===== src/rtl/trace_stream_encoder.sv =====
// trace_stream_encoder: buffers retire records in a FIFO and serialises each into a 4-7 word trace packet
module trace_stream_encoder #(
    parameter int DEPTH = 4
) (
    input  logic        i_clock,
    input  logic        i_reset,
    input  logic [31:0] i_tick,
    input  logic        i_ok,
    input  logic [31:0] i_pc,
    input  logic [31:0] i_inst,
    input  logic [4:0]  i_regWrAddr,
    input  logic        i_regWrEnable,
    input  logic [31:0] i_regWrData,
    input  logic [31:0] i_memWrAddr,
    input  logic        i_memWrEnable,
    input  logic [31:0] i_memWrData,
    output logic        o_valid,
    output logic [31:0] o_data,
    output logic        o_last,
    input  logic        i_ready,
    output logic [15:0] o_dropCount,
    output logic        o_busy
);
    localparam int AW = $clog2(DEPTH);
    typedef struct packed {
        logic [31:0] tick, pc, inst, reg_data, mem_addr, mem_data;
        logic [4:0]  rd;
        logic        rv, mv, lost;
    } rec_t;
    typedef enum logic [2:0] {IDLE, HDR, TICK, PC, INST, REG, MADDR, MDATA} state_t;
    state_t state;
    rec_t mem [DEPTH];
    rec_t head;
    logic [AW-1:0] wr_ptr, rd_ptr;
    logic [AW:0] count;
    logic lost_flag, push, drop, pop, rv;
    assign rv = i_regWrEnable & (i_regWrAddr != 5'd0);
    assign head = mem[rd_ptr];
    // count never exceeds DEPTH, so its top bit alone means full
    assign push = i_ok & !count[AW];
    assign drop = i_ok & count[AW];
    assign o_valid = state != IDLE;
    assign o_last = (state == MDATA) | ((state == REG) & !head.mv) | ((state == INST) & !head.rv & !head.mv);
    assign pop = o_valid & i_ready & o_last;
    assign o_busy = (|count) | o_valid;
    always_comb
        o_data = state == HDR   ? {8'hA5, head.rv, head.mv, head.lost, head.rd, 16'h0} :
                 state == TICK  ? head.tick :
                 state == PC    ? head.pc :
                 state == INST  ? head.inst :
                 state == REG   ? head.reg_data :
                 state == MADDR ? head.mem_addr :
                 state == MDATA ? head.mem_data : 32'h0;
    always_ff @(posedge i_clock) begin
        if (i_reset) begin
            state       <= IDLE;
            wr_ptr      <= '0;
            rd_ptr      <= '0;
            count       <= '0;
            lost_flag   <= 1'b0;
            o_dropCount <= 16'h0;
        end else begin
            if (push) begin
                mem[wr_ptr] <= '{tick: i_tick, pc: i_pc, inst: i_inst, reg_data: i_regWrData,
                                 mem_addr: i_memWrAddr, mem_data: i_memWrData,
                                 rd: rv ? i_regWrAddr : 5'd0, rv: rv, mv: i_memWrEnable, lost: lost_flag};
                wr_ptr <= wr_ptr + 1'b1;
            end
            if (pop)
                rd_ptr <= rd_ptr + 1'b1;
            count <= count + {{AW{1'b0}}, push} - {{AW{1'b0}}, pop};
            lost_flag <= drop | (lost_flag & !push);
            if (drop & ~&o_dropCount)
                o_dropCount <= o_dropCount + 16'd1;
            if (state == IDLE)
                state <= |count ? HDR : IDLE;
            else if (i_ready)
                state <= state == INST  ? (head.rv ? REG : head.mv ? MADDR : IDLE) :
                         state == REG   ? (head.mv ? MADDR : IDLE) :
                         state == MDATA ? IDLE : state_t'(state + 3'd1);
        end
    end
endmodule


===== config.mk =====
export PLATFORM = sky130hd
export DESIGN_NAME = trace_stream_encoder
export DESIGN_NICKNAME = d
export VERILOG_FILES = /design/src/rtl/trace_stream_encoder.sv
export SDC_FILE = /design/constraint.sdc
export NUM_CORES = 1
export LEC_CHECK = 0
export CELL_PAD_IN_SITES_DETAIL_PLACEMENT = 1
export CELL_PAD_IN_SITES_GLOBAL_PLACEMENT = 2
export CORE_MARGIN = 2
export CORE_UTILIZATION = 40
export DETAILED_ROUTE_END_ITERATION = 12
export GPL_TIMING_DRIVEN = 1
export PLACE_DENSITY_LB_ADDON = 0.25
export SYNTH_ARGS = -nofsm -noshare
export SYNTH_HDL_FRONTEND = slang
export SYNTH_SLANG_ARGS = --single-unit

===== constraint.sdc =====
create_clock -name i_clock -period 7.4 [get_ports i_clock]
set_input_delay 1.85 -clock i_clock [delete_from_list [all_inputs] [get_ports i_clock]]
set_output_delay 1.85 -clock i_clock [all_outputs]
set_load 0.005 [all_outputs]

==> run_1/layer_met4.png <==
Scale: 1.5 px per µm. Supply wires on this layer in grey.
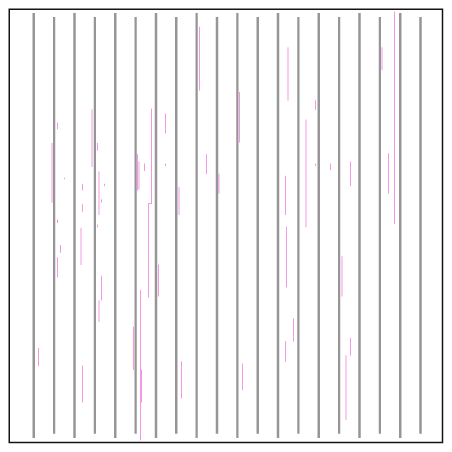
main direction: vertical
nets with wire on the layer: 25
share of all routed wire: 1.5%
longest straight run: 141 µm
wire length on this layer: 1260 µm
vias after detailed routing: 16797
total wirelength of the detailed-routed design: 84.18 mm

==> run_1/layer_met1.png <==
Scale: 2 px per µm. Supply wires on this layer in grey.
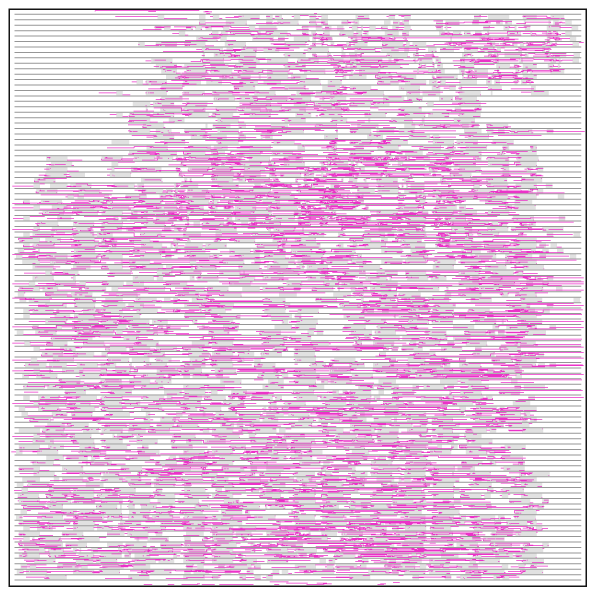
wire length on this layer: 37.2 mm
share of all routed wire: 44%
met1 capacity usage during global routing: 28.85%

==> run_1/flops_by_reg.png <==
Scale: 1.5 px per µm. Other sequential cells in the stronger grey, the rest of the logic in the fainter grey.
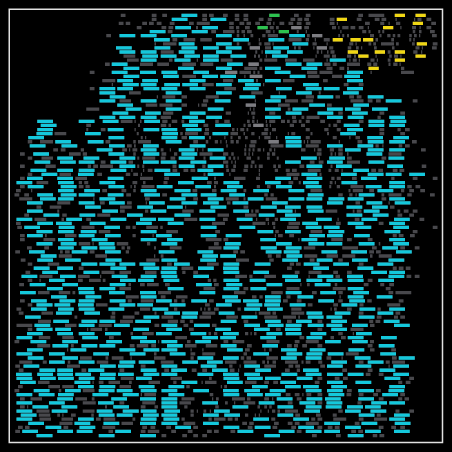
| colour | netlist name | placed flops |
|---|---|---|
| yellow | o_dropCount | 16 |
| cyan | mem | 800 |
| green | count | 3 |
not coloured: 10
total sequential power: 0.00555 W
Storage cell area: 0.02461 mm²

==> run_1/wires.png <==
Scale: 1.5 px per µm. Only two layers are drawn.
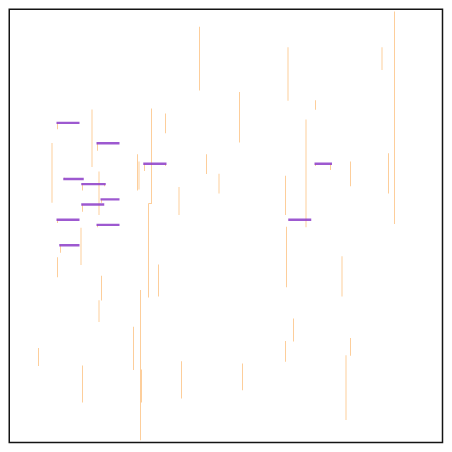
| colour | layer | wire length |
|---|---|---|
| orange | metal 4 | 1260 µm |
| purple | metal 5 | 156 µm |
total global-route track usage: 20.29%
wire length per cell: 27.70 µm

==> run summary, run 1 <==
Observations from the implementation run.

Status:
- The run finished with clean final reports.

Clock tree:
- The run gives the number of sinks driven by the clock tree as between 800 and 900.
- The run gives the post-CTS setup buffer count as 0.
- The run gives the cts-stage hold buffer count as 0.
- The run puts the CTS clock-pin slew for the worst setup and hold paths at ~0.060 ns.
- The run gives the clock tree buffer depth as 3.
- The run puts the post-cts resize count at 0.
- CTS built an H-tree with a depth of 3.

Final timing:
- The run puts the number of pins with negative max-slew slack in the final report at 0.
- The run puts the count of final setup violators at 0.
- The run puts the headroom to the max-slew limit at 20.79%.
- Setup repair after global routing left no endpoint under its margin.

Synth:
- The run puts the basic-gate share of the synthesized area counting and, or, nand and nor cells at 2.568%.
- The run puts the number of cells produced by synthesis at 1619.
- The run gives the post-synthesis share of cell area spent on and-or and or-and gates as 4.584%.
- The area fraction of the largest cell type after synthesis is between 70% and 80%.
- The run gives the post-synthesis async set-or-reset flop share as 0%.
- The run gives the count of flip-flops with a built-in enable after synthesis as 800.
- The run gives the multiplexer share of the synthesized area as 13.44%.
- The run gives the distinct cell type count after synthesis as 63.
- Summing the areas of all xor and xnor instances in the mapped netlist gives 0.4895% of the synthesized area.
- The run puts the combined area of all synthesized cells at 0.03221 mm².
- In the synthesis report, Yosys lists the chip area as between 0.03 and 0.04 mm².
- The commonest cells after synthesis are 800 x edfxtp_1, 148 x mux2i_1, 117 x mux4_2.
- The most used flip-flop cell after synthesis is edfxtp_1.
- Per the synth log, the flip-flop and latch total comes to 829.

Global routing:
- Entering global routing, the biggest net connects around 130 pins.
- The run gives the number of antenna violations at the first check in global routing as 15.
- The run puts the first-pass GRT wire length at 122.4 mm.

Floorplanning:
- The run puts the chip footprint at 0.08281 mm².
- The run puts the share of the core filled by cells before placement at between 40% and 50%.
- The run gives the floorplan die width as 287.8 µm.
- The run puts the count of standard-cell rows at about 100.

Critical path:
- The run gives the capture point of the worst path as o_data[7].
- Counting buffers and inverters, the worst setup path is 7 cells deep.
- Across all register-to-register paths, the minimum setup slack is 4.36 ns.
- For this design, the slowest cell found on the critical path is nand3_1.
- The run gives the capturing element type of the critical path as an output port.
- The run gives the required arrival time at the worst endpoint as 5.55 ns.
- The run gives the number of buffer and inverter stages on the critical path as 2.
- The run gives the worst path arrival time as about 4.6 ns.
- The worst setup path is of the reg2out kind.
- Per STA, the startpoint of the critical path is state[2]$_SDFFE_PP0P_.
- The run gives the length in cells of the worst reg-to-reg path as 10.

Job:
- The run puts the number of warnings the tools reported at 35.
- The number of maximum-capacitance violations recorded for the run is 0.

Detailed routing:
- The run puts the via density per instance at 5.527.
- The run gives the length of the first detailed-routing pass in iterations as 7.
- In this run, the number of DRC markers left after iteration 0 of detailed routing was 1204.
- In this run the remaining antenna-violating nets after routing total 0.

Placed design:
- The run puts the detailed-placement wirelength estimate at 54.12 mm.
- The run gives the routability congestion estimate as about 0.80.
- The run gives the instance area at placement as 0.03585 mm².

Min path:
- The run puts the number of stages on the worst hold path at 2.
- The run gives the hold path endpoint as wr_ptr[1]$_SDFFE_PP0P_.
- Checking hold timing, the worst path is listed with class reg2reg.

Power and ir drop:
- The run puts the proportion of power drawn by the clock network at 39.4%.
- The worst-case IR drop observed on VDD is 0.0001930 V.
- The run gives the share of power burned in registers as between 50% and 60%.
- The run gives the net switching fraction of the power as 22.62%.

Finish:
- In the layout the commonest cells are 800 x edfxtp_1, 253 x clkdlybuf4s50_1, 148 x mux2i_1, 117 x mux4_2, 90 x clkbuf_16.
- With fillers left out, the area of the finished cells amounts to 0.03860 mm².
- The final layout report lists a filler cell count of 7445.
- The run gives the dominant logic cell type in the layout as edfxtp_1.
- The run puts the area growth from synthesis to final layout at 19.84%.
## run 1: sequential cells by signal, summed over array words and instances, names as in the netlist, named ones only
register     cells
mem            800
o_dropCount     16
count            3
state            3
rd_ptr           2
wr_ptr           2
## run 1: through the flow
step / hold WS, ns / std cells / setup WS (ns) / power [W] / util [%]
after detailed placement: 0.4948 / 2876 / 1.676 / 0.006579 / 44.73
final: 0.4970 / 3039 / 0.9725 / 0.01067 / 48.15
after global placement: 0.4571 / 2876 / 1.826 / 0.006548 / 44.73
after global routing: 0.5348 / 3039 / 0.7952 / 0.01103 / 48.15
after floorplan: 0.4591 / 1619 / 2.183 / 0.006058 / -
after CTS: 0.5024 / 3038 / 0.9949 / 0.01079 / 48.15
## run 1: power by group through the flow
stage                     logic, W  clock network [W]  registers [W]
after floorplan           0.000406                  0        0.00565
after global placement    0.000918                  0        0.00563
after detailed placement  0.000927                  0        0.00565
after CTS                 0.000932            0.00431        0.00555
after global routing      0.000982            0.00448        0.00557
final                     0.000911            0.00421        0.00555
## run 1: routing by layer
metal / vias up / part of all wire [%] / GRT usage [%] / routed length [µm]
met1: 8908 / 44 / 28.85 / 37220
met5: - / 0.19 / 0 / 156
met2: 457 / 48 / 32.42 / 40410
met3: 111 / 6.1 / 4.168 / 5132
li1: 7297 / - / - / -
met4: 24 / 1.5 / 4.391 / 1255
## run 1: area by class of cell
type	count	area [µm²]	area share (%)
clock buffers	110	2327	6.030
inverters	15	56.30	0.1459
multi-input cells	690	6997	18.13
clock inverters	52	414.1	1.073
diodes	1	2.502	0.006483
flip-flops and latches	829	24610	63.76
repair buffers	282	2863	7.417
well taps	1060	1326	3.436
==> run_1/congestion.png <==
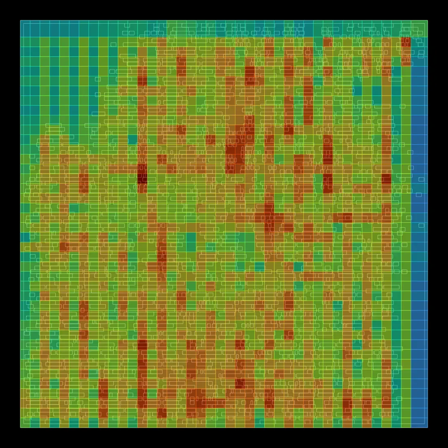

## Run 2: what changed since run 1
--- a/config.mk
+++ b/config.mk
@@ -5,10 +5,11 @@
 export SDC_FILE = /design/constraint.sdc
 export NUM_CORES = 1
 export LEC_CHECK = 0
+export ABC_CLOCK_PERIOD_IN_PS = 7930
 export CELL_PAD_IN_SITES_DETAIL_PLACEMENT = 1
 export CELL_PAD_IN_SITES_GLOBAL_PLACEMENT = 2
 export CORE_MARGIN = 2
-export CORE_UTILIZATION = 40
+export CORE_UTILIZATION = 48
 export DETAILED_ROUTE_END_ITERATION = 12
 export GPL_TIMING_DRIVEN = 1
 export PLACE_DENSITY_LB_ADDON = 0.25
==> constraint.sdc (replaced) <==
create_clock -name i_clock -period 7.93 [get_ports i_clock]
set_input_delay 1.9825 -clock i_clock [delete_from_list [all_inputs] [get_ports i_clock]]
set_output_delay 1.9825 -clock i_clock [all_outputs]
set_load 0.005 [all_outputs]
==> run_2/congestion.png <==
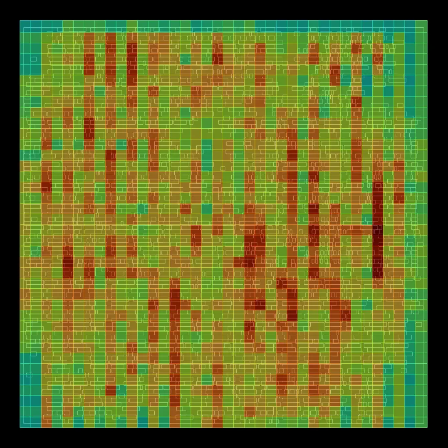
GRT met2 Usage: 40.67%
met1 capacity usage during global routing: 29.34%
wire length per cell: 28.55 µm
Util after Layout: 57.81%
total global-route track usage: 23.53%

==> run_2/wires.png <==
Scale: 2 px per µm. Only two layers are drawn.
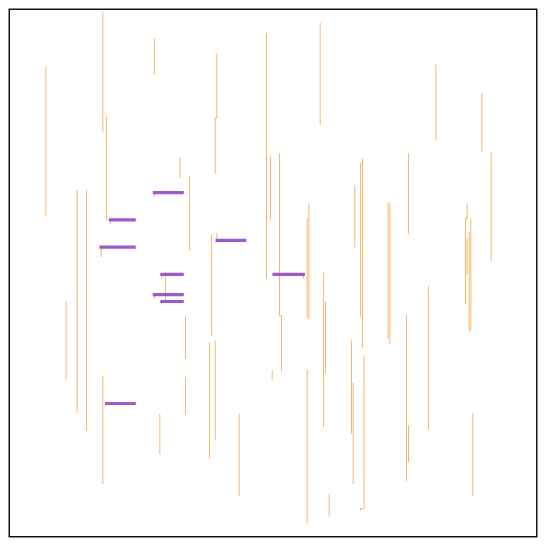
| colour | layer | wire length |
|---|---|---|
| purple | metal 5 | 119 µm |
| orange | metal 4 | 2620 µm |
total wirelength of the detailed-routed design: 81.00 mm
vias after detailed routing: 16614

==> run summary, run 2 <==
Observations from the implementation run.

Synth:
- The post-synthesis async set-or-reset flop share was 0% (unchanged).
- The synthesis run identifies the leading combinational cell family as multiplexers.
- The most used flip-flop cell after synthesis is edfxtp_1.
- The run puts the proportion of netlist area held by the largest area contributor at 74.59% (unchanged).
- The run gives the post-synthesis share of cell area spent on and-or and or-and gates as 4.584% (unchanged).
- The count of flip-flops with a built-in enable after synthesis came to 800 (unchanged).
- The run puts the yosys-reported design area after synthesis at 0.03221 mm² (unchanged).
- The synthesized flop and latch total was 829 (unchanged).
- The multiplexer share of the synthesized area is 13.44% (unchanged).
- The run gives the number of cells produced by synthesis as 1619 (unchanged).
- The run gives the basic-gate share of the synthesized area counting and, or, nand and nor cells as 2.568% (unchanged).
- The run gives the distinct cell type count after synthesis as 63 (unchanged).
- The commonest cells after synthesis are 800 x edfxtp_1, 148 x mux2i_1, 117 x mux4_2.
- The combined area of all synthesized cells came to 0.03221 mm² (unchanged).
- The run puts the synthesized area per cell at 19.89 µm².
- The run gives the largest area contributor in the netlist as edfxtp_1.
- The share of the Yosys chip area taken by registers is 76.39%.
- The run gives the synthesized-area fraction occupied by xor and xnor cells as 0.4895% (unchanged).

Clock tree:
- The cts-stage hold buffer count was 0 (unchanged).
- The tree is rooted in a clkbuf_16.
- The run gives the post-CTS setup buffer count as 0 (unchanged).
- The number of sinks driven by the clock tree was 829 (unchanged).
- The run puts the clock tree buffer depth at 3 (unchanged).
- The run gives the post-cts resize count as 0 (unchanged).
- The run gives the H-tree depth as 3 (unchanged).
- The run puts the CTS clock-pin slew for the worst setup and hold paths at 0.06 ns (about the same).

Critical path:
- The run puts the worst path arrival time at 4.60 ns (+0.02 ns).
- The run gives the category of the most critical setup path as reg2out.
- The internal reg-to-reg setup slack was 4.60 ns (+0.24 ns).
- The run gives the largest fanout on the critical path as 24.
- The run gives the kind of launch point of the worst setup path as a register.
- The slowest stage of the critical path belongs to the cell dfxtp_1.
- The run gives the capturing element type of the critical path as an output port.
- The run gives the required arrival time at the worst endpoint as 5.95 ns (+0.40 ns).

Final timing:
- The run gives the headroom to the max-slew limit as 6.042% (-15 points).
- The run puts the number of pins with negative max-slew slack in the final report at 0 (unchanged).
- The run gives the slew at the pin closest to its max-slew limit as 1.374 ns.
- The run puts the total count of hold-check failures in the final report at 0.
- The count of final setup violators was 0 (unchanged).
- The run gives the highest achievable clock rate as between 0.15 and 0.2 GHz.
- Setup repair after global routing left no endpoint under its margin.

Floorplanning:
- The share of the core filled by cells before placement was 48.73% (+8.5 points).
- The run puts the chip footprint at 0.06919 mm² (-16%).
- The run gives the count of standard-cell rows as 94 (-9.6%).
- The run puts the floorplan die width at 263.0 µm (-8.6%).

Global routing:
- The run gives the largest net degree at the start of global routing as 146 (+11%).
- The first-pass GRT wire length came to 118.9 mm (-2.9%).
- The run gives the number of antenna violations at the first check in global routing as 16 (+1).

Finish:
- The run gives the largest register by flop count as mem.
- The run gives the flip-flop count of the largest register, all copies and words added as 800 (unchanged).
- The run gives the net count reported at finish as roughly 2100.
- In the final layout, the registers with the most flip-flops are mem: 800 flops, o_dropCount: 16 flops.
- The run puts the area growth from synthesis to final layout at 18.63%.
- By instance count after routing, the leading logic cell types are 800 x edfxtp_1, 253 x clkdlybuf4s50_1, 148 x mux2i_1, 117 x mux4_2, 86 x clkbuf_16.
- Of the cells placed in the final design, the portion with a size suffix greater than 1 is 14.35%.
- Leaving out fill and tap cells, the most frequent cell in the layout is edfxtp_1.
- The final design area excluding fillers came to 0.03821 mm² (-1.0%).

Placed design:
- The run gives the routability congestion estimate as 0.8127 (+1.2%).
- The run gives the detailed-placement wirelength estimate as 51.04 mm (-5.7%).
- The run puts the instance area at placement at 0.03558 mm² (-0.75%).

Detailed routing:
- The run gives the amount of wire on met2 after detailed routing as 42.08 mm (+4.1%).
- The run gives the length of the first detailed-routing pass in iterations as 6 (-1).
- The run puts the wire length the detailed router placed on met1 at 31.75 mm (-15%).
- The run gives the via density per instance as 5.856 (+6.0%).
- The count of antenna-violating nets left after detailed routing was 0 (unchanged).
- The met3 wire length was 4.420 mm (-14%).
- The violation count after the first detailed-route iteration came to 1393 (+16%).
- The run gives the uppermost layer routed as met5.

Status:
- The run finished with clean final reports.

Power and ir drop:
- The worst-case vdd ir drop came to 0.0001748 V (-9.4%).

Min path:
- Checking hold timing, the worst path is listed with class reg2reg.

Job:
- The number of warnings the tools reported is 45 (+29%).
- The run puts the number of max-cap violations at 0 (unchanged).
## run 2: cell counts after synthesis
No cell type changed its count.
## run 2: final timing paths
kind                          to              startpoint  cells past startpoint
min                     register  rd_ptr[1]$_SDFFE_PP0P_                      2
max reg2reg  count[1]$_SDFF_PP0_                register                      9
min reg2reg             register  rd_ptr[1]$_SDFFE_PP0P_                      2
max                    o_data[1]   state[2]$_SDFFE_PP0P_                      7
## run 2: worst max-delay path, delay by kind of cell (launching register included)
kind                       cells  cell delay (ns)
buffers and inverters          2             1.13
and+or+nand+nor                2             0.88
AOI/OAI and AO/OA              2             0.67
adders and majority gates      1             0.44
DFF                            1             0.83
## run 2: power breakdown
group          total (W)  internal, W  switching [W]
logic           0.000847     0.000336       0.000511
clock network    0.00378      0.00219        0.00159
registers        0.00518      0.00511      0.0000703
## run 2: layout make-up
class | count | area [µm²]
clock inverter | 42 | 364.1
multi-input combinational | 690 | 6994
sequential | 829 | 24610
inverter | 15 | 56.30
clock buffer | 105 | 2243
fill | 5715 | 27890
timing repair buffer | 284 | 2840
tap | 864 | 1081
antenna | 8 | 20.02
## run 2: metrics by stage
stage	instances	total power (W)	hold slack (ns)	worst slack (ns)
2_1_floorplan	1619	0.005687	0.4591	0.3214
3_3_place_gp	2682	0.006095	0.4738	2.133
3_5_place_dp	2682	0.006132	0.4772	2.039
4_1_cts	2829	0.009901	0.4857	1.349
5_1_grt	2835	0.01011	0.5319	1.183
6_report	2837	0.009813	0.4881	1.347
## run 2: metal layers
layer  vias to the layer above  track usage (%)
met4                        18            8.664
li1                       7296                -
met2                       473            40.67
met5                         -                0
met1                      8686            29.34
met3                       141            4.986
==> run_2/flops_by_reg.png <==
Scale: 2 px per µm. Other sequential cells in the stronger grey, the rest of the logic in the fainter grey.
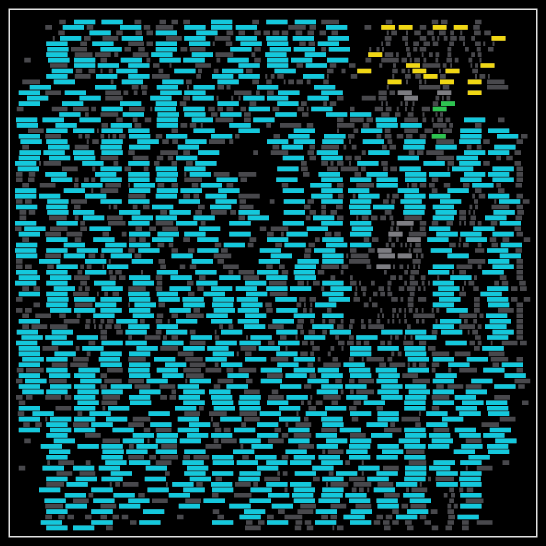

## Run 3: what changed since run 2
--- a/config.mk
+++ b/config.mk
@@ -5,11 +5,11 @@
 export SDC_FILE = /design/constraint.sdc
 export NUM_CORES = 1
 export LEC_CHECK = 0
-export ABC_CLOCK_PERIOD_IN_PS = 7930
+export ABC_CLOCK_PERIOD_IN_PS = 6550
 export CELL_PAD_IN_SITES_DETAIL_PLACEMENT = 1
 export CELL_PAD_IN_SITES_GLOBAL_PLACEMENT = 2
 export CORE_MARGIN = 2
-export CORE_UTILIZATION = 48
+export CORE_UTILIZATION = 45
 export DETAILED_ROUTE_END_ITERATION = 12
 export GPL_TIMING_DRIVEN = 1
 export PLACE_DENSITY_LB_ADDON = 0.25
==> constraint.sdc (replaced) <==
create_clock -name i_clock -period 6.55 [get_ports i_clock]
set_input_delay 1.6375 -clock i_clock [delete_from_list [all_inputs] [get_ports i_clock]]
set_output_delay 1.6375 -clock i_clock [all_outputs]
set_load 0.005 [all_outputs]
==> run_3/flops_by_reg.png <==
Scale: 1.5 px per µm. Other sequential cells in the stronger grey, the rest of the logic in the fainter grey.
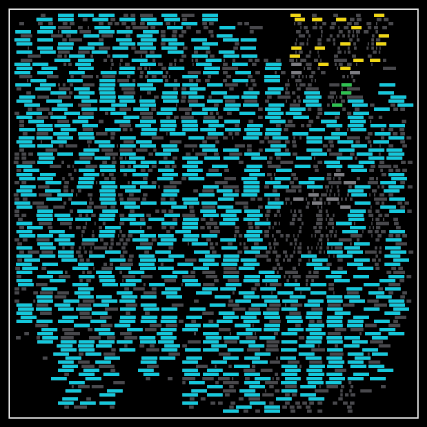
| colour | netlist name | placed flops |
|---|---|---|
| green | count | 3 |
| cyan | mem | 800 |
| yellow | o_dropCount | 16 |
sequential share of cell area: 63.76%
total sequential power: 0.00627 W
Util after Layout: 54.28%

==> run summary, run 3 <==
Observations from the implementation run.

Finish:
- The run gives the largest register by flop count as mem.
- The share of layout cells above drive strength 1 is 15.24% (+0.89 points).
- The run gives the post-layout instance count excluding filler cells as 2935 (+3.5%).
- The flip-flop count of the largest register, all copies and words added came to 800 (unchanged).
- In the final layout, the registers with the most flip-flops are mem: 800 flops, o_dropCount: 16 flops.
- Per the cell usage report, the commonest logic cell in the layout is edfxtp_1.
- The run gives the area growth from synthesis to final layout as 19.85%.

Final timing:
- The headroom to the max-slew limit is 22.53% (+16 points).
- The total count of hold-check failures in the final report came to 0 (unchanged).
- The final timing report derives a shortest allowable period of approximately 6.3 ns.
- The highest clock rate this design can be run at is roughly 0.16 GHz.
- The run puts the number of pins with negative max-slew slack in the final report at 0 (unchanged).
- The run gives the count of final setup violators as 0 (unchanged).
- Setup repair after global routing left no endpoint under its margin.
- The run gives the minimum hold slack as 0.4951 ns (+0.006966 ns).

Floorplanning:
- The run puts the floorplan die width at 271.5 µm (+3.2%).
- The run puts the count of standard-cell rows at 98 (+4.3%).
- The run gives the share of the core filled by cells before placement as 45.29% (-3.4 points).
- The chip footprint came to 0.07373 mm² (+6.6%).

Synth:
- Per the synthesis report, the dominant area consumer among library cells is edfxtp_1.
- The yosys-reported design area after synthesis came to 0.03221 mm² (unchanged).
- The run puts the basic-gate share of the synthesized area counting and, or, nand and nor cells at 2.568% (unchanged).
- The run gives the synthesized area per cell as 19.89 µm² (unchanged).
- The run puts the number of cells produced by synthesis at 1619 (unchanged).
- The run puts the synthesized flop and latch total at 829 (unchanged).
- The run puts the distinct cell type count after synthesis at 63 (unchanged).
- The post-synthesis share of cell area spent on and-or and or-and gates was 4.584% (unchanged).
- The run gives the most used flip-flop cell as edfxtp_1.
- The proportion of netlist area held by the largest area contributor came to 74.59% (unchanged).
- The run gives the fraction of the yosys area taken by sequential cells as 76.39% (unchanged).
- The run puts the count of flip-flops with a built-in enable after synthesis at 800 (unchanged).
- The run puts the post-synthesis async set-or-reset flop share at 0% (unchanged).
- After synthesis, the most frequently instantiated cells are 800 x edfxtp_1, 148 x mux2i_1, 117 x mux4_2.
- The run puts the synthesized-area fraction occupied by xor and xnor cells at 0.4895% (unchanged).
- The run gives the multiplexer share of the synthesized area as 13.44% (unchanged).

Job:
- The run puts the number of warnings the tools reported at 33 (-27%).
- The run puts the number of max-cap violations at 0 (unchanged).

Status:
- The flow ran to the end, and the final reports show no timing, DRC or antenna violations.

Detailed routing:
- The run puts the violation count after the first detailed-route iteration at 1220 (-12%).
- The run puts the length of the first detailed-routing pass in iterations at 5 (-1).
- The count of antenna-violating nets left after detailed routing came to 0 (unchanged).
- The run puts the via density per instance at 5.705 (-2.6%).

Power and ir drop:
- The run gives the worst-case vdd ir drop as 0.0002141 V (+22%).
- The run puts the total chip power at 0.01211 W (+23%).

Clock tree:
- The run puts the CTS clock-pin slew for the worst setup and hold paths at 0.06 ns (about the same).
- The run gives the post-CTS setup buffer count as 0 (unchanged).
- The H-tree depth is 3 (unchanged).
- The cts-stage hold buffer count was 0 (unchanged).
- The clock tree buffer depth is 3 (unchanged).
- The run gives the post-cts resize count as 0 (unchanged).
- The run puts the number of sinks driven by the clock tree at 829 (unchanged).

Placed design:
- The run puts the routability congestion estimate at 0.8343 (+2.7%).
- The run gives the worst-case setup slack after placement as 1.019 ns (-1.020 ns).
- The buffer_ports step reported a buffer count of 253.
- The detailed-placement wirelength estimate was 54.94 mm (+7.6%).
- The run gives the count of placed standard cells including taps as 2773 (+3.4%).

Critical path:
- The run gives the number of buffer and inverter stages on the critical path as 2 (unchanged).
- Looking at the reg2reg group, the worst path ends at count[2]$_SDFF_PP0_.
- The launch point of the critical path was reported as state[2]$_SDFFE_PP0P_.
- The run gives the internal reg-to-reg setup slack as 3.16 ns (-1.44 ns).
- In the setup report, the worst path falls into the class reg2out.
- The run gives the worst path arrival time as 4.68 ns (+0.08 ns).
- STA classifies the critical path endpoint as an output port.
- Per the STA report, the cell with the highest stage delay on the worst path is nand3_1.
- The run puts the length in cells of the worst reg-to-reg path at 11 (+2).
- STA classifies the critical path startpoint as a register.

Min path:
- The run puts the number of stages on the worst hold path at 2 (unchanged).

Global routing:
- The run puts the number of antenna violations at the first check in global routing at 16 (unchanged).
- The largest net degree at the start of global routing came to 93 (-36%).
- The first-pass GRT wire length was 123.6 mm (+4.0%).
==> run_3/wires.png <==
Scale: 1.5 px per µm. Only two layers are drawn.
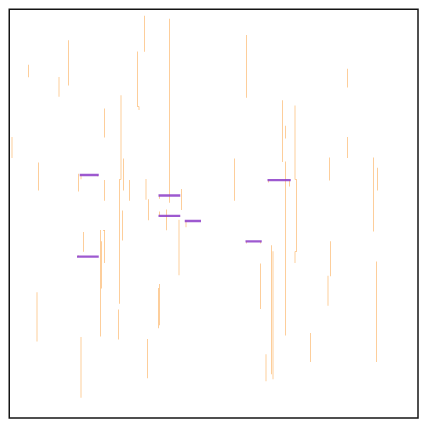
| colour | layer | wire length |
|---|---|---|
| purple | metal 5 | 81.9 µm |
| orange | metal 4 | 1720 µm |
wire length per cell: 28.65 µm
total wirelength of the detailed-routed design: 84.08 mm
total global-route track usage: 23.09%
vias after detailed routing: 16745

==> run 3: cell counts after synthesis <==
Identical to the previous run, type by type.
==> run 3: logic make-up (layout without fill, tap and decap cells) <==
family / count (synthesis) / in the layout
adder cells (fa/ha/maj): 14 / 14
other: 0 / 4
AND/OR/NAND/NOR: 172 / 172
buffers and inverters: 100 / 462
multiplexers: 280 / 280
flip-flops: 829 / 829
XOR/XNOR: 18 / 18
AND-OR/OR-AND: 206 / 206
==> run 3: layout make-up <==
| type | count | area, µm² |
|---|---|---|
| clock inverter | 53 | 525.5 |
| sequential | 829 | 24610 |
| inverter | 15 | 56.30 |
| timing repair buffer | 289 | 2965 |
| clock buffer | 105 | 2245 |
| tap | 950 | 1189 |
| antenna | 4 | 10.01 |
| fill | 6298 | 32520 |
| multi-input combinational | 690 | 6999 |
==> run 3: worst reg2reg max path: cells and delay by family (launching register included) <==
kind | cells | cell delay (ns)
and+or+nand+nor | 2 | 0.29
muxes | 1 | 0.64
buffers and inverters | 3 | 0.60
DFF | 1 | 0.69
AOI/OAI and AO/OA | 1 | 0.10
xor gates and xnor gates | 1 | 0.19
adders and majority gates | 3 | 0.77
==> run 3: where the power goes <==
part	switching, W	internal, W
registers	0.0000852	0.00619
clock network	0.00202	0.00277
logic	0.000629	0.000415
total	0.00274	0.00938
==> run 3: per-layer routing <==
metal  track usage [%]  vias up  routed length [µm]
met5                 0        -                  81
met4             6.232       14                1720
met3             4.706      133                4699
met2             40.84      447               44260
met1             28.94     8833               33310
li1                  -     7318                   -
Power is estimated from default activity; no workload was simulated.
